==> config.mk <==
export PLATFORM = sky130hd
export DESIGN_NAME = usb_fs_host_tx
export DESIGN_NICKNAME = d
export VERILOG_FILES = /design/src/rtl/usb_fs_host_tx.sv
export SDC_FILE = /design/constraint.sdc
export NUM_CORES = 1
export LEC_CHECK = 0
export ABC_AREA = 1
export CORE_ASPECT_RATIO = 0.6
export CORE_UTILIZATION = 55
export CTS_CLUSTER_DIAMETER = 150
export DETAILED_ROUTE_END_ITERATION = 7
export HOLD_SLACK_MARGIN = 0.15
export PLACE_DENSITY = 0.75
export SLEW_MARGIN = 25
export SYNTH_ARGS = -nofsm -noshare
export SYNTH_HDL_FRONTEND = slang
export SYNTH_SLANG_ARGS = --single-unit
==> constraint.sdc <==
create_clock -name clk48 -period 2.75 [get_ports clk48]
set_input_delay 0.6875 -clock clk48 [delete_from_list [all_inputs] [get_ports clk48]]
set_output_delay 0.6875 -clock clk48 [all_outputs]
set_load 0.02 [all_outputs]
==> src/rtl/usb_fs_host_tx.sv <==
// Full-speed USB host packet transmitter: SYNC, NRZI with bit stuffing, and EOP on D+/D-.
// Bytes are fetched LSB first. A new byte is accepted in IDLE or at the last cycle of each byte's bit 7.
module usb_fs_host_tx #(
  parameter int CLKS_PER_BIT = 4,
  parameter int STUFF_LIMIT  = 6
) (
  input  logic       clk48,
  input  logic       rst,
  input  logic [7:0] tx_data,
  input  logic       tx_valid,
  input  logic       tx_last,
  output logic       tx_ready,
  output logic       usb_p_tx,
  output logic       usb_n_tx,
  output logic       usb_oe,
  output logic       busy,
  output logic       underflow,
  output logic [1:0] dbg_state
);
  // Handshake: a byte moves across the interface on any cycle where tx_valid and tx_ready are both high.
  // tx_ready is a combinational pulse, and it is offered only at the two points where a byte can be accepted.
  typedef enum logic [1:0] {S_IDLE, S_SYNC, S_DATA, S_EOP} state_t;

  localparam int PW = (CLKS_PER_BIT > 1) ? $clog2(CLKS_PER_BIT) : 1;
  localparam logic [PW-1:0] PHASE_LAST = PW'(CLKS_PER_BIT - 1);
  localparam logic [PW-1:0] PHASE_ONE  = PW'(1);
  localparam logic [2:0]    STUFF_MAX  = 3'(STUFF_LIMIT);

  state_t        r_state, w_state;
  logic [PW-1:0] r_phase, w_phase;
  logic [3:0]    r_idx, w_idx;   // next bit to send; 8 means the byte is exhausted
  logic [7:0]    r_shift, w_shift;
  logic          r_last, w_last;
  logic [2:0]    r_ones, w_ones;
  logic          r_p, w_p, r_n, w_n, r_oe, w_oe;
  logic          w_wrap, w_accept, w_underflow, w_emit, w_eop, w_bit;
  logic [7:0]    w_byte;
  logic [3:0]    w_cur;

  always_comb begin
    w_state     = r_state;
    w_phase     = r_phase;
    w_idx       = r_idx;
    w_shift     = r_shift;
    w_last      = r_last;
    w_ones      = r_ones;
    w_p         = r_p;
    w_n         = r_n;
    w_oe        = r_oe;
    w_accept    = 1'b0;
    w_underflow = 1'b0;
    w_emit      = 1'b0;
    w_eop       = 1'b0;
    w_bit       = 1'b0;
    w_byte      = r_shift;
    w_cur       = r_idx;
    w_wrap      = (r_phase == PHASE_LAST);
    if (r_state != S_IDLE) w_phase = w_wrap ? '0 : r_phase + PHASE_ONE;

    case (r_state)
      S_IDLE: begin
        if (tx_valid) begin
          w_accept = 1'b1;
          w_shift  = tx_data;
          w_last   = tx_last;
          w_state  = S_SYNC;
          w_phase  = '0;
          w_idx    = 4'd1;
          w_p      = 1'b0;
          w_n      = 1'b1;
          w_oe     = 1'b1;
        end
      end
      S_SYNC: begin
        if (w_wrap) begin
          if (r_idx == 4'd8) begin
            w_state = S_DATA;
            w_emit  = 1'b1;
            w_cur   = 4'd0;
          end else begin
            // SYNC is seven zeros then a one; that final one seeds the stuff count.
            if (r_idx != 4'd7) {w_p, w_n} = {r_n, r_p};
            else               w_ones = 3'd1;
            w_idx = r_idx + 4'd1;
          end
        end
      end
      S_DATA: begin
        if (w_wrap) begin
          if (r_idx == 4'd8 && !r_last && !tx_valid) begin
            w_underflow = 1'b1;
            w_eop       = 1'b1;
          end else begin
            if (r_idx == 4'd8 && !r_last) begin
              w_accept = 1'b1;
              w_shift  = tx_data;
              w_last   = tx_last;
              w_byte   = tx_data;
              w_cur    = 4'd0;
            end
            if (r_ones == STUFF_MAX) begin
              {w_p, w_n} = {r_n, r_p};
              w_ones     = 3'd0;
              w_idx      = w_cur;
            end else if (w_cur == 4'd8) begin
              w_eop = 1'b1;
            end else begin
              w_emit = 1'b1;
            end
          end
        end
      end
      S_EOP: begin
        // r_idx counts EOP bit times: SE0, SE0, then J.
        if (w_wrap) begin
          if (r_idx == 4'd0) begin
            w_idx = 4'd1;
          end else if (r_idx == 4'd1) begin
            w_idx = 4'd2;
            w_p   = 1'b1;
            w_n   = 1'b0;
          end else begin
            w_state = S_IDLE;
            w_idx   = 4'd0;
            w_oe    = 1'b0;
          end
        end
      end
    endcase

    if (w_eop) begin
      w_state = S_EOP;
      w_idx   = 4'd0;
      w_p     = 1'b0;
      w_n     = 1'b0;
    end
    if (w_emit) begin
      w_bit = w_byte[w_cur[2:0]];
      w_idx = w_cur + 4'd1;
      if (w_bit) begin
        w_ones = r_ones + 3'd1;
      end else begin
        w_ones     = 3'd0;
        {w_p, w_n} = {r_n, r_p};
      end
    end
  end

  always_ff @(posedge clk48) begin
    if (rst) begin
      r_state <= S_IDLE;
      r_phase <= '0;
      r_idx   <= 4'd0;
      r_shift <= 8'd0;
      r_last  <= 1'b0;
      r_ones  <= 3'd0;
      r_p     <= 1'b1;
      r_n     <= 1'b0;
      r_oe    <= 1'b0;
    end else begin
      r_state <= w_state;
      r_phase <= w_phase;
      r_idx   <= w_idx;
      r_shift <= w_shift;
      r_last  <= w_last;
      r_ones  <= w_ones;
      r_p     <= w_p;
      r_n     <= w_n;
      r_oe    <= w_oe;
    end
  end

  assign tx_ready  = w_accept & ~rst;
  assign underflow = w_underflow & ~rst;
  assign usb_p_tx  = r_p;
  assign usb_n_tx  = r_n;
  assign usb_oe    = r_oe;
  assign busy      = (r_state != S_IDLE);
  assign dbg_state = r_state;
endmodule

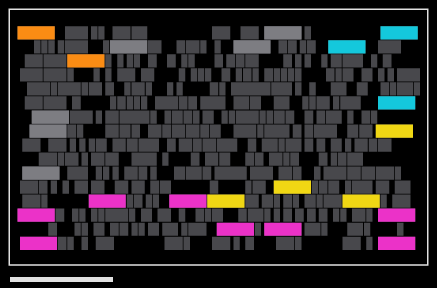
Fig. 1. Sequential cells grouped by signal name (run 1).
The bar under the picture is 20 um long.
- `r_ones`: cyan (flops 3)
- `r_shift`: magenta (flops 8)
- `dbg_state`: orange (flops 2)
- `r_idx`: yellow (flops 4)
- not colored: 6

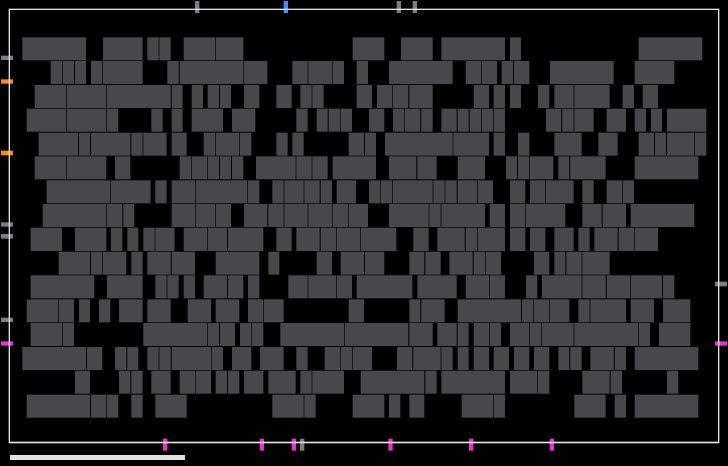
Fig. 2. Ports around the boundary (run 1).
The bar under the picture is 20 um long. Pins as bars across the die edge, other pins in gray.
- `dbg_state`: orange (pins 2; direction output; edge left)
- `underflow`: blue (pins 1; direction output; edge top)
- `tx_data`: magenta (pins 8; direction input; edge 6 bottom, 1 left, 1 right)

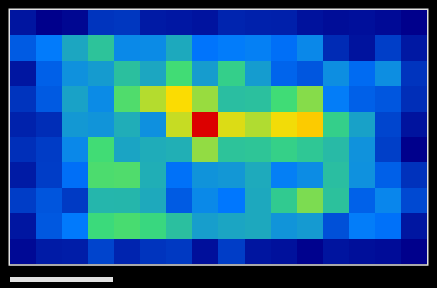
Fig. 3. Wiring heat map (run 1).
The bar under the picture is 20 um long. The die is cut into 16 by 10 equal tiles; dark blue is low, red is high, scaled to the fullest tile. Values are wire area over tile area, all layers added.
- fullest tile: 0.89
- tiles over half the peak: 12%
- nearly empty tiles: 4.4%
- mean over tiles: 0.24
- densest ninth of the die: center
- emptiest ninth of the die: upper right

==> deck_impl_summary.md, run 1 <==
Physical Implementation Snapshot

Setup path
  • Critical path endpoint: tx_ready
  • CP Class: in2out
  • Sort of element at the end of the critical path: output port
  • FF-to-FF End: r_idx[2]$_SDFFE_PP0P_
  • Worst-case reg-to-reg path depth: 11
  • Critical path arrival: 1.96 ns
  • Critical path depth: 6
  • Flop-to-flop setup slack: 0.42 ns
  • Buffers plus inverters on the worst setup path: 3
  • Chain of cells forming the critical path: clkdlybuf4s50_1 -> inv_2 -> nor2_4 -> nand4_2 -> a21oi_1 -> dlygate4sd2_1
  • Library cell contributing the largest single delay on the critical path: sky130_fd_sc_hd__clkdlybuf4s50_1
  • Startpoint type of the worst setup path: primary input
  • Worst-path maximum fanout: 2

Power
  • Relative contribution of combinational cells to total power: 64.7%
  • PwrDens: 883.2 nW/um^2
  • Part of the power in registers: 25.0%
  • Clock group share of total power: 10.2%
  • Sw Ratio: 49.92%
  • Int Power: 1.088 mW
  • Total power: 2.174 mW
  • Static power due to leakage: 1.174 nW
  • Power spent charging and discharging nets: 1.085 mW

Layout
  • Combinational Area: 1366 sq um
  • Final Core Density: 72.32%
  • Design area: 2461 sq um
  • Final standard cell count with taps included and fillers excluded: 383
  • Area added between synthesis and finish: 19.94%
  • Top logic cells by instance count in the layout: 51 x sky130_fd_sc_hd__nand2_1, 38 x sky130_fd_sc_hd__inv_1, 28 x sky130_fd_sc_hd__nor2_1, 24 x sky130_fd_sc_hd__a21oi_1
  • Commonest Layout Cell: sky130_fd_sc_hd__nand2_1
  • Area occupied by registers: 460.4 sq um
  • Fraction of layout instances using a drive strength above 1: 19.23%
  • Total number of nets in the final design: 367
  • Number of filler cells placed in the layout: 289

STA
  • # setup viols final: 0
  • Unrepaired setup endpoints after global routing: no
  • Maximum clock skew at final layout: 0.009317 ns
  • Max-slew violation count: 0
  • Post-route minimum period: 2.647 ns
  • Final count of hold timing violations: 0
  • Final sum of negative setup slack: 0 ns
  • Worst slack on hold paths: 0.4901 ns
  • Post-layout period usage of the worst path: 96.25%
  • Slew HR: 69.01%
  • Final worst setup slack: 0.1030 ns

Clock tree
  • Clock Path Buffers: 2
  • Total number of clock tree sinks: 23
  • Count of hold buffers inserted by post-cts repair: 0
  • Clock tree from TritonCTS: built
  • Root Buffer Master: sky130_fd_sc_hd__clkbuf_8
  • Clk pin slew, worst setup/hold paths: 0.09 ns
  • Number of buffers created by CTS: 3
  • CTS H-tree lvls: 1
  • Clk_lat worst skew: 0.28 ns

Die
  • Row count: 16
  • Chip footprint: 3987 sq um
  • Horizontal die size: 80.86 um
  • Initial cell density of the core: 60.29%
  • Core ar.: 3403 sq um
  • # IOs: 20
  • Die y size: 49.31 um

Global routing
  • Global-route total usage across every layer: 31.73%
  • Gr busiest metal: met1
  • GRT met1 Usage: 48.42%
  • Met2 layer usage reported by global route: 44.26%
  • Initial antenna violation count: 0
  • Largest net degree at the start of global routing: 15
  • Vias in the first global route: 1935
  • Global-route wire length before repair: 9.591 mm
  • Fraction of met3 tracks used by global routing: 8.972%

Synth
  • Post-Syn Area: 2052 sq um
  • Count of flip-flops with a built-in enable after synthesis: 0
  • Seq share, synth: 22.44%
  • Net Count, Synth: 328
  • Gate Count Post-Synth: 300
  • Count of warnings emitted by yosys: 0
  • Yosys chip area: 2052 sq um

Placement
  • Pre-CTS worst setup slack: -0.1678 ns
  • Post-placement cell count: 379
  • Dpl hpwl: 4.485 mm

Status
  • Outcome: finished clean

Min path
  • Tightest Hold Check Type: reg2reg
  • Startpoint of the tightest hold check path: r_shift[6]$_SDFFE_PP0P_
  • Worst Hold Path Cells: 2

Route
  • Vias after detailed routing: 2174
  • Final antenna-violating net count: 0
  • DRC viols: 0

Run
  • Number of maximum-capacitance constraint violations: 0
## run 1: power by group through the flow
stage	clock network, mW	registers, mW	logic [mW]
3_3_place_gp	0	0.548	1.35
6_report	0.223	0.544	1.41
5_1_grt	0.242	0.561	1.55
4_1_cts	0.232	0.543	1.37
3_5_place_dp	0	0.550	1.37
2_1_floorplan	0	0.572	0.903
## run 1: registers in the layout (all words and copies together) (netlist names)
| name | count |
|---|---|
| dbg_state | 2 |
| r_idx | 4 |
| r_last | 1 |
| r_ones | 3 |
| r_phase | 2 |
| r_shift | 8 |
| usb_n_tx | 1 |
| usb_oe | 1 |
| usb_p_tx | 1 |
## run 1: cells by family (layout without fill, tap and decap cells)
logic type / count (synthesis) / count (layout) / synth area share, %
adders and majority gates: 16 / 16 / 9.756
xor gates and xnor gates: 5 / 5 / 2.135
buffers and inverters: 53 / 91 / 10.98
DFF: 23 / 23 / 22.44
and+or+nand+nor: 135 / 135 / 33.84
AOI/OAI and AO/OA: 68 / 68 / 20.85
## run 1: routing by layer
layer,part of all wire (%),vias up
met3,10,9
met2,38,120
met5,0,-
met4,0.80,0
met1,51,974
li1,-,1071
## run 1: synthesized netlist by cell type, types with 2 or more instances
cell / n / area share (%)
sky130_fd_sc_hd__a211oi_1: 2 / 0.73
sky130_fd_sc_hd__buf_2: 4 / 0.98
sky130_fd_sc_hd__o21ai_1: 2 / 0.49
sky130_fd_sc_hd__nor2_4: 4 / 2.2
sky130_fd_sc_hd__nand2_4: 3 / 1.6
sky130_fd_sc_hd__nand2_1: 51 / 9.3
sky130_fd_sc_hd__o22ai_1: 2 / 0.61
sky130_fd_sc_hd__o31ai_1: 2 / 0.73
sky130_fd_sc_hd__nor2_1: 28 / 5.1
sky130_fd_sc_hd__o21ai_2: 6 / 2.6
sky130_fd_sc_hd__dfxtp_1: 23 / 22
sky130_fd_sc_hd__nand2_2: 10 / 3.0
sky130_fd_sc_hd__o21ai_0: 17 / 4.1
sky130_fd_sc_hd__inv_1: 38 / 7.0
sky130_fd_sc_hd__o21a_1: 3 / 1.1
sky130_fd_sc_hd__o211a_1: 2 / 0.98
sky130_fd_sc_hd__inv_2: 6 / 1.1
sky130_fd_sc_hd__nand4_1: 10 / 3.0
sky130_fd_sc_hd__nand3_1: 22 / 5.4
sky130_fd_sc_hd__o211ai_1: 5 / 1.8
sky130_fd_sc_hd__a21oi_1: 24 / 5.9
sky130_fd_sc_hd__xnor2_1: 2 / 0.85
sky130_fd_sc_hd__buf_6: 2 / 1.1
sky130_fd_sc_hd__xor2_1: 3 / 1.3
sky130_fd_sc_hd__ha_1: 16 / 9.8
## run 1: area by class of cell
cell class | instances | area share (%)
multi-input combinational | 224 | 55.52
inverter | 45 | 6.965
sequential | 23 | 18.71
clock buffer | 3 | 1.678
timing repair buffer | 42 | 14.64
tap | 45 | 2.288
clock inverter | 1 | 0.2034
## run 1: repair_timing
item / in CTS / in global routing
resized: 2 / 0
hold endpoints to repair: 0 / 0
setup endpoints to repair: 2 / 0
Fig. 4: run 1, met1 routing
The bar under the picture is 20 um long.
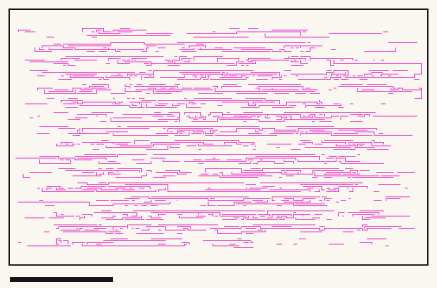

==> run 2: changes to the inputs <==
--- a/config.mk
+++ b/config.mk
@@ -11,7 +11,8 @@
 export CTS_CLUSTER_DIAMETER = 150
 export DETAILED_ROUTE_END_ITERATION = 7
 export HOLD_SLACK_MARGIN = 0.15
-export PLACE_DENSITY = 0.75
+export PLACE_DENSITY = 0.78
+export REMOVE_ABC_BUFFERS = 1
 export SLEW_MARGIN = 25
 export SYNTH_ARGS = -nofsm -noshare
 export SYNTH_HDL_FRONTEND = slang
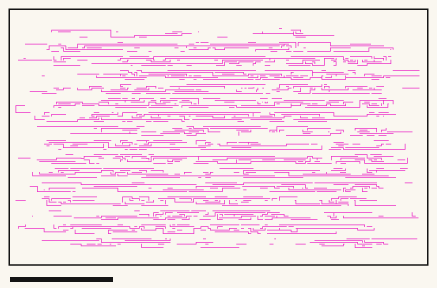
Fig. 5. Met1 routing (run 2).
The bar under the picture is 20 um long.
- nets with wire on the layer: 329
- longest straight run: 37.7 um
- main direction: horizontal
- wire length on this layer: 2940 um
Detailed Route WL: 5.784 mm
vias after detailed routing: 2138
GRT met1 Usage: 45.78%

==> run 2 against run 1 <==
Effect of this change: routed wire length increased by 0.82%; count of clock-buffer cells in the layout unchanged; area after synthesis unchanged; die area unchanged; global-route usage decreased by 0.052 points; design area decreased by 0.51%; critical path depth increased by 1; utilization decreased by 0.37 points; clock skew decreased by 0.0014 ns; maximum frequency increased by 4.0%; critical path type is now reg2out.
==> deck_impl_summary.md, run 2 <==
Physical Implementation Snapshot

Status
  • Outcome: finished clean (unchanged)

STA
  • Unrepaired setup endpoints after global routing: no (unchanged)
  • Maximum clock skew at final layout: 0.007875 ns (was 0.009317 ns)
  • Max-slew violation count: 0 (unchanged)
  • # setup viols final: 0 (unchanged)
  • Final count of hold timing violations: 0 (unchanged)
  • Post-layout period usage of the worst path: 92.56% (was 96.25%)
  • Slew HR: 63.71% (was 69.01%)
  • Post-route minimum period: 2.545 ns (was 2.647 ns)

Layout
  • Design area: 2449 sq um (was 2461 sq um)
  • Largest regs: r_shift (8), r_idx (4), r_ones (3) (unchanged)
  • Total number of nets in the final design: 366 (was 367)
  • Flip-flop count of the largest register after layout: 8 (unchanged)
  • Commonest Layout Cell: sky130_fd_sc_hd__nand2_1 (unchanged)
  • N_diodes: 0 (unchanged)
  • Top logic cells by instance count in the layout: 51 x sky130_fd_sc_hd__nand2_1, 38 x sky130_fd_sc_hd__inv_1, 28 x sky130_fd_sc_hd__nor2_1, 24 x sky130_fd_sc_hd__a21oi_1, 23 x sky130_fd_sc_hd__dfxtp_1 (was 51 x sky130_fd_sc_hd__nand2_1, 38 x sky130_fd_sc_hd__inv_1, 28 x sky130_fd_sc_hd__nor2_1, 24 x sky130_fd_sc_hd__a21oi_1)
  • Register ranked first by flip-flop count: r_shift (unchanged)
  • Final standard cell count with taps included and fillers excluded: 382 (was 383)
  • Fraction of layout instances using a drive strength above 1: 19.58% (was 19.23%)
  • Area added between synthesis and finish: 19.33% (was 19.94%)

Power
  • Static power due to leakage: 1.175 nW (was 1.174 nW)
  • PwrDens: 881.1 nW/um^2 (was 883.2 nW/um^2)

Clock tree
  • Clk_lat worst skew: 0.28 ns (about the same)
  • Clk pin slew, worst setup/hold paths: 0.09 ns (about the same)
  • Total number of clock tree sinks: 23 (unchanged)
  • # Post-CTS Setup Buffers: 0 (unchanged)
  • CTS H-tree lvls: 1 (unchanged)
  • Clock tree from TritonCTS: built (unchanged)
  • Clock Path Buffers: 2 (unchanged)
  • Count of hold buffers inserted by post-cts repair: 0 (unchanged)
  • Root Buffer Master: sky130_fd_sc_hd__clkbuf_8 (unchanged)
  • Number of buffers created by CTS: 3 (unchanged)

Synth
  • Top cells by area in the synthesized netlist: sky130_fd_sc_hd__dfxtp_1 22%, sky130_fd_sc_hd__ha_1 9.8%, sky130_fd_sc_hd__nand2_1 9.3% (unchanged)
  • Post-Syn Area: 2052 sq um (unchanged)
  • Simple-Gate Fraction of Synth Area: 33.84% (unchanged)
  • Seq share, synth: 22.44% (unchanged)
  • Dominant combinational family: simple AND/OR/NAND/NOR gates (unchanged)
  • Per-instance average area after synthesis: 6.840 sq um (unchanged)
  • Cell total in the yosys stat output: 300 (unchanged)
  • Count of warnings emitted by yosys: 0 (unchanged)
  • Adders+Majority by Area: 9.756% (unchanged)
  • Flop and latch count out of synthesis: 23 (unchanged)
  • Gate Count Post-Synth: 300 (unchanged)
  • Most repeated cell in the gate-level netlist after synthesis: sky130_fd_sc_hd__nand2_1 (unchanged)
  • Post-synth top area cell: sky130_fd_sc_hd__dfxtp_1 (unchanged)
  • Count of flip-flops with a built-in enable after synthesis: 0 (unchanged)
  • Yosys chip area: 2052 sq um (unchanged)
  • Complex Gates by Area: 20.85% (unchanged)
  • Cell variety after synth: 38 (unchanged)
  • Fraction of synthesized cell area taken by the top area cell type: 22.44% (unchanged)
  • Share of synthesized area spent on multiplexers: 0% (unchanged)
  • Xor/xnor share: 2.134% (unchanged)
  • Top cells by count: 51 x sky130_fd_sc_hd__nand2_1, 38 x sky130_fd_sc_hd__inv_1, 28 x sky130_fd_sc_hd__nor2_1, 24 x sky130_fd_sc_hd__a21oi_1, 23 x sky130_fd_sc_hd__dfxtp_1 (unchanged)

Global routing
  • Global-route wire length before repair: 9.363 mm (was 9.591 mm)
  • Aggregate global routing overflow: 0 (unchanged)
  • Vias in the first global route: 1971 (was 1935)
  • Global-route total usage across every layer: 31.68% (was 31.73%)
  • Largest net degree at the start of global routing: 15 (unchanged)
  • Initial antenna violation count: 0 (unchanged)

Route
  • Final antenna-violating net count: 0 (unchanged)
  • Count of TritonRoute iterations in the first routing pass: 5 (unchanged)
  • DRC viols: 0 (unchanged)

Min path
  • Tightest Hold Check Type: reg2reg (unchanged)
  • Startpoint of the tightest hold check path: r_shift[1]$_SDFFE_PP0P_ (was r_shift[6]$_SDFFE_PP0P_)

Setup path
  • Library cell contributing the largest single delay on the critical path: sky130_fd_sc_hd__dfxtp_1 (was sky130_fd_sc_hd__clkdlybuf4s50_1)
  • Critical path arrival: 1.86 ns (was 1.96 ns)
  • Chain of cells forming the critical path: inv_1 -> ha_1 -> nand3_4 -> nor2_4 -> nand2_2 -> nor4_1 -> clkbuf_2 (was clkdlybuf4s50_1 -> inv_2 -> nor2_4 -> nand4_2 -> a21oi_1 -> dlygate4sd2_1)
  • Sort of element at the end of the critical path: output port (unchanged)
  • Startpoint type of the worst setup path: register (was primary input)
  • Flop-to-flop setup slack: 0.39 ns (was 0.42 ns)
  • Worst-path maximum fanout: 4 (was 2)
  • CP Class: reg2out (was in2out)

Placement
  • Dpl hpwl: 4.592 mm (was 4.485 mm)
  • Post-placement cell count: 378 (was 379)
  • Port-buffer cells: 19 (unchanged)

Die
  • # IOs: 20 (unchanged)
  • Core ar.: 3403 sq um (unchanged)
  • Chip footprint: 3987 sq um (unchanged)
  • Initial cell density of the core: 60.29% (unchanged)
  • Die y size: 49.31 um (unchanged)
  • Horizontal die size: 80.86 um (unchanged)
  • Row count: 16 (unchanged)

Run
  • Number of maximum-capacitance constraint violations: 0 (unchanged)
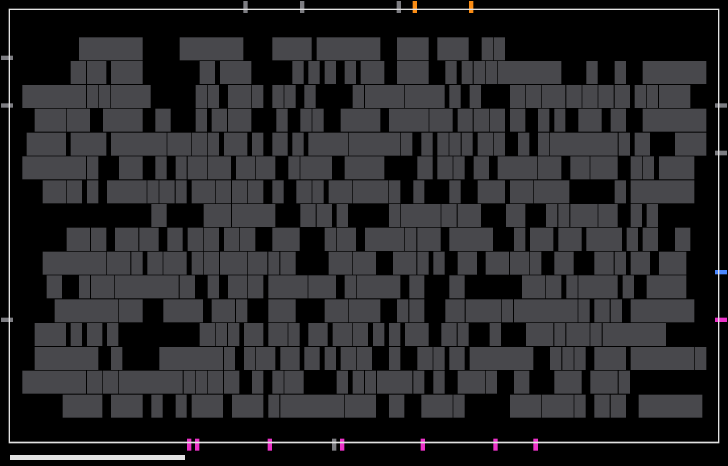
Fig. 6. Ports around the boundary (run 2).
The bar under the picture is 20 um long. Pins as bars across the die edge, other pins in gray.
- `dbg_state`: orange (pins 2; direction output; edge top)
- `tx_data`: magenta (pins 8; direction input; edge 7 bottom, 1 right)
- `underflow`: blue (pins 1; direction output; edge right)
- all pins by edge: 8 bottom, 5 top, 4 right, 3 left

==> run 2: cell count changes in the layout (fill, tap and decap cells not counted), sizes merged <==
cell / previous run / this run
clkdlybuf4s50: 17 / 16
dlygate4sd2: 2 / 0
buf: 23 / 22
dlymetal6s2s: 0 / 1
clkbuf: 3 / 5
==> run 2: logic make-up (layout without fill, tap and decap cells) <==
logic type,count (synthesis),count (layout)
AND/OR/NAND/NOR,135,135
AND-OR/OR-AND,68,68
buffers and inverters,53,90
flip-flops,23,23
adder cells (fa/ha/maj),16,16
XOR/XNOR,5,5
==> run 2: metal layers <==
layer	track usage (%)	up-vias	routed length [um]
met2	43.70	99	2142
li1	-	1070	-
met5	0	-	0
met3	11.78	16	603
met4	7.143	0	98
met1	45.78	953	2939
==> run 2: repair_timing <==
item                       CTS  global route
setup endpoints to repair    2             3
pin swaps                    0             0
resized                      2             6
==> run 2: final timing paths <==
kind	to	cells after the start
worst max-delay path	underflow	7
worst min register to register	r_shift[1]$_SDFFE_PP0P_	2
worst min-delay path	r_shift[1]$_SDFFE_PP0P_	2
worst max register to register	r_idx[2]$_SDFFE_PP0P_	12
==> run 2: final cells by class <==
| cell class | instances | area, sq um |
|---|---|---|
| clock buffer | 3 | 41.29 |
| multi-input combinational | 224 | 1366 |
| timing repair buffer | 41 | 347.8 |
| fill | 308 | 954.7 |
| inverter | 45 | 171.4 |
| sequential | 23 | 460.4 |
| tap | 45 | 56.30 |
| clock inverter | 1 | 5.005 |
==> run 2: critical path, delay by kind of cell, from the launching register on <==
kind	cells	cell delay [ns]
AND/OR/NAND/NOR	4	0.58
buffers and inverters	2	0.35
flip-flops	1	0.36
adder cells (fa/ha/maj)	1	0.28
==> run 2: power by group <==
part	internal [mW]	total [mW]	switching, mW
Combinational	0.524	1.39	0.864
Sequential	0.448	0.546	0.0979
Clock	0.102	0.223	0.121
==> run 2: stage by stage <==
step	setup TNS, ns	hold slack (ns)	util (%)	total power, mW	setup WS [ns]
global placement	-0.3441	0.4686	70.81	1.876	-0.1863
floorplan	0	0.4376	-	1.450	0.1827
CTS	0	0.4727	72.10	2.135	0.05040
finish	0	0.4757	71.95	2.157	0.2047
global route	0	0.5028	71.95	2.334	0.09837
detailed placement	-0.3989	0.4557	70.81	1.907	-0.2184
Fig. 7: run 2, sequential cells grouped by signal name
The bar under the picture is 20 um long.
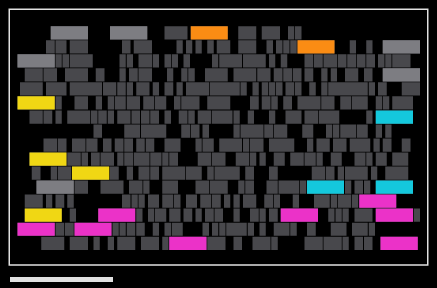

==> run 3: changes to the inputs <==
--- a/config.mk
+++ b/config.mk
@@ -6,12 +6,15 @@
 export NUM_CORES = 1
 export LEC_CHECK = 0
 export ABC_AREA = 1
+export CAP_MARGIN = 20
 export CORE_ASPECT_RATIO = 0.6
 export CORE_UTILIZATION = 55
 export CTS_CLUSTER_DIAMETER = 150
 export DETAILED_ROUTE_END_ITERATION = 7
+export GPL_TIMING_DRIVEN = 0
 export HOLD_SLACK_MARGIN = 0.15
 export PLACE_DENSITY = 0.78
+export RECOVER_POWER = 25
 export REMOVE_ABC_BUFFERS = 1
 export SLEW_MARGIN = 25
 export SYNTH_ARGS = -nofsm -noshare
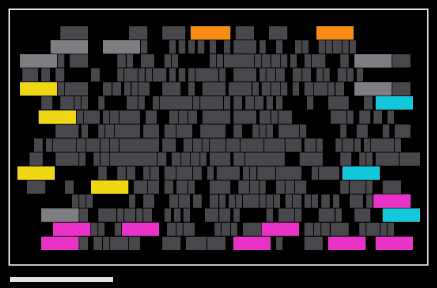
Fig. 8. Sequential cells grouped by signal name (run 3).
The bar under the picture is 20 um long.
- `r_shift`: magenta (flops 8)
- `r_idx`: yellow (flops 4; where middle left)
- `r_ones`: cyan (flops 3)
- `dbg_state`: orange (flops 2)

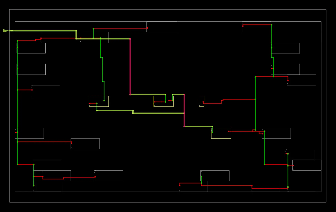
Fig. 9. Clock wiring as the flow saved it (run 3).
total number of clock tree sinks: 23
number of buffers created by CTS: 3
clock buffer count in the final layout: 4
clk_lat worst skew: 0.27 ns
clock-net power: 0.221 mW

==> run 3 against run 2 <==
Effect of this change: routed wire length down 7.9%; die area unchanged; flip-flop count unchanged; critical endpoint unchanged; largest cell class unchanged; largest power group unchanged; highest routed layer unchanged.
==> deck_impl_summary.md, run 3 <==
Physical Implementation Snapshot

Route
  • Avg WL per Cell: 14.71 um (was 15.14 um)
  • DRC viols: 0 (unchanged)
  • Count of TritonRoute iterations in the first routing pass: 5 (unchanged)
  • Vias after detailed routing: 2058 (was 2138)
  • Detailed Route WL: 5.325 mm (was 5.784 mm)
  • Number of DRC markers after the initial detailed-route iteration: 134 (was 148)
  • Final antenna-violating net count: 0 (unchanged)

Layout
  • Design area: 2345 sq um (was 2449 sq um)
  • Number of filler cells placed in the layout: 293 (was 308)
  • Flip-flop count of the largest register after layout: 8 (unchanged)
  • Top logic cells by instance count in the layout: 51 x sky130_fd_sc_hd__nand2_1, 37 x sky130_fd_sc_hd__inv_1, 28 x sky130_fd_sc_hd__nor2_1, 24 x sky130_fd_sc_hd__a21oi_1 (was 51 x sky130_fd_sc_hd__nand2_1, 38 x sky130_fd_sc_hd__inv_1, 28 x sky130_fd_sc_hd__nor2_1, 24 x sky130_fd_sc_hd__a21oi_1, 23 x sky130_fd_sc_hd__dfxtp_1)
  • Commonest Layout Cell: sky130_fd_sc_hd__nand2_1 (unchanged)
  • Fraction of layout instances using a drive strength above 1: 16.09% (was 19.58%)
  • Total number of nets in the final design: 346 (was 366)
  • Area added between synthesis and finish: 14.27% (was 19.33%)
  • N_diodes: 0 (unchanged)
  • Final standard cell count with taps included and fillers excluded: 362 (was 382)

Clock tree
  • Count of hold buffers inserted by post-cts repair: 0 (unchanged)
  • Root Buffer Master: sky130_fd_sc_hd__clkbuf_8 (unchanged)
  • CTS H-tree lvls: 1 (unchanged)
  • Clock tree from TritonCTS: built (unchanged)
  • Clk pin slew, worst setup/hold paths: 0.09 ns (about the same)

STA
  • # setup viols final: 0 (unchanged)
  • Unrepaired setup endpoints after global routing: no (unchanged)
  • Post-route minimum period: 2.646 ns (was 2.545 ns)
  • Worst slack on hold paths: 0.4806 ns (was 0.4757 ns)
  • Final worst setup slack: 0.1037 ns (was 0.2047 ns)
  • Slew HR: 62.88% (was 63.71%)
  • Post-layout period usage of the worst path: 96.23% (was 92.56%)
  • Maximum clock skew at final layout: 0.003604 ns (was 0.007875 ns)
  • Final count of hold timing violations: 0 (unchanged)
  • Worst Max-Slew Pin Slew: 0.5568 ns (was 0.5438 ns)
  • Final sum of negative setup slack: 0 ns (unchanged)

Placement
  • Pre-CTS worst setup slack: -0.6944 ns (was -0.2184 ns)
  • Post-placement cell count: 356 (was 378)
  • Port-buffer cells: 19 (unchanged)
  • Dpl hpwl: 4.007 mm (was 4.592 mm)

Synth
  • Per-instance average area after synthesis: 6.840 sq um (unchanged)
  • Flop and latch count out of synthesis: 23 (unchanged)
  • Post-synth top area cell: sky130_fd_sc_hd__dfxtp_1 (unchanged)
  • Top cells by area in the synthesized netlist: sky130_fd_sc_hd__dfxtp_1 22%, sky130_fd_sc_hd__ha_1 9.8%, sky130_fd_sc_hd__nand2_1 9.3% (unchanged)
  • Post-Syn Area: 2052 sq um (unchanged)
  • Yosys chip area: 2052 sq um (unchanged)
  • Cell total in the yosys stat output: 300 (unchanged)
  • Count of flip-flops with a built-in enable after synthesis: 0 (unchanged)
  • Top cells by count: 51 x sky130_fd_sc_hd__nand2_1, 38 x sky130_fd_sc_hd__inv_1, 28 x sky130_fd_sc_hd__nor2_1, 24 x sky130_fd_sc_hd__a21oi_1, 23 x sky130_fd_sc_hd__dfxtp_1 (unchanged)
  • Cell variety after synth: 38 (unchanged)
  • Seq share, synth: 22.44% (unchanged)
  • Gate Count Post-Synth: 300 (unchanged)
  • Count of warnings emitted by yosys: 0 (unchanged)
  • Most repeated cell in the gate-level netlist after synthesis: sky130_fd_sc_hd__nand2_1 (unchanged)

Status
  • Outcome: finished clean (unchanged)

Global routing
  • Aggregate global routing overflow: 0 (unchanged)
  • Initial antenna violation count: 0 (unchanged)
  • Largest net degree at the start of global routing: 16 (was 15)
  • Global-route wire length before repair: 9.273 mm (was 9.363 mm)
  • Global-route total usage across every layer: 30.42% (was 31.68%)
  • Vias in the first global route: 1909 (was 1971)

Power
  • Part of the power in registers: 28.3% (was 25.3%)
  • Int Power: 1.000 mW (was 1.074 mW)
  • Power spent charging and discharging nets: 1.049 mW (was 1.084 mW)
  • Total power: 2.049 mW (was 2.157 mW)
  • Sw Ratio: 51.19% (was 50.22%)
  • Static power due to leakage: 1.082 nW (was 1.175 nW)
  • Clock group share of total power: 10.8% (was 10.3%)
  • PwrDens: 873.8 nW/um^2 (was 881.1 nW/um^2)

Die
  • Horizontal die size: 80.86 um (unchanged)
  • Core ar.: 3403 sq um (unchanged)
  • Initial cell density of the core: 60.29% (unchanged)
  • Die y size: 49.31 um (unchanged)
  • Row count: 16 (unchanged)
  • Chip footprint: 3987 sq um (unchanged)
  • # IOs: 20 (unchanged)

Setup path
  • Critical path arrival: 1.96 ns (was 1.86 ns)
  • CP Class: reg2out (unchanged)
  • Worst-path maximum fanout: 15 (was 4)
  • Startpoint type of the worst setup path: register (unchanged)
  • Sort of element at the end of the critical path: output port (unchanged)
==> run 3: netlist changes by cell type in the layout (fill, tap and decap cells not counted), sizes merged <==
cell	change
dlygate4sd2	+1
dlymetal6s2s	+1
clkbuf	-1
clkdlybuf4s50	-5
dlygate4sd3	+3
clkdlybuf4s15	+2
clkinv	-1
buf	-20
==> run 3: cell type report <==
| type | instances | area (sq um) | share of cell area [%] |
|---|---|---|---|
| Multi-Input combinational cell | 224 | 1399 | 59.66 |
| Clock buffer | 4 | 45.04 | 1.921 |
| Sequential cell | 23 | 461.7 | 19.69 |
| Tap cell | 45 | 56.30 | 2.401 |
| Timing Repair Buffer | 21 | 211.5 | 9.018 |
| Inverter | 45 | 171.4 | 7.311 |
==> run 3: timing repair <==
item / CTS / global route
gates cloned: 0 / 0
buffers inserted: 1 / 1
endpoints found under the setup margin: 2 / 3
pin swaps: 1 / 1
resized: 12 / 6
==> run 3: cells by family after synthesis <==
logic type	after synthesis	share of synthesized area (%)
AOI/OAI and AO/OA	68	20.85
xor gates and xnor gates	5	2.135
adders and majority gates	16	9.756
buffers and inverters	53	10.98
DFF	23	22.44
and+or+nand+nor	135	33.84
==> run 3: critical path, cell delays in order, from the launching register on <==
cell and delay [ns]:
sky130_fd_sc_hd__dfxtp_1 0.45, sky130_fd_sc_hd__ha_2 0.49, sky130_fd_sc_hd__inv_2 0.13, sky130_fd_sc_hd__nor4_2 0.31, sky130_fd_sc_hd__clkdlybuf4s15_2 0.30
==> run 3: power by group through the flow <==
stage / Combinational (mW) / Sequential, mW / Clock [mW]
3_5_place_dp: 1.19 / 0.582 / 0
6_report: 1.25 / 0.580 / 0.221
2_1_floorplan: 0.861 / 0.588 / 0
3_3_place_gp: 1.17 / 0.579 / 0
4_1_cts: 1.21 / 0.576 / 0.228
5_1_grt: 1.40 / 0.600 / 0.241
==> run 3: worst paths after layout <==
| kind | start | slack [ns] | end | cells after the start |
|---|---|---|---|---|
| hold reg to reg | r_shift[6]$_SDFFE_PP0P_ | 0.48 | r_shift[6]$_SDFFE_PP0P_ | 2 |
| setup / recovery | dbg_state[1]$_SDFFE_PP0P_ | 0.10 | underflow | 4 |
| hold / removal | r_shift[6]$_SDFFE_PP0P_ | 0.48 | r_shift[6]$_SDFFE_PP0P_ | 2 |
| setup reg to reg | dbg_state[1]$_SDFFE_PP0P_ | 0.39 | r_idx[2]$_SDFFE_PP0P_ | 11 |
==> run 3: metal layers <==
layer / share of wire [%] / wire length (um) / global-route usage, % / vias up
met1: 50 / 2654 / 44.58 / 931
met5: 0 / 0 / 0 / -
met2: 40 / 2108 / 44.40 / 90
met4: 0.81 / 43 / 4.762 / 0
li1: - / - / - / 1030
met3: 9.7 / 519 / 8.411 / 7
Power is estimated from default activity; no workload was simulated.
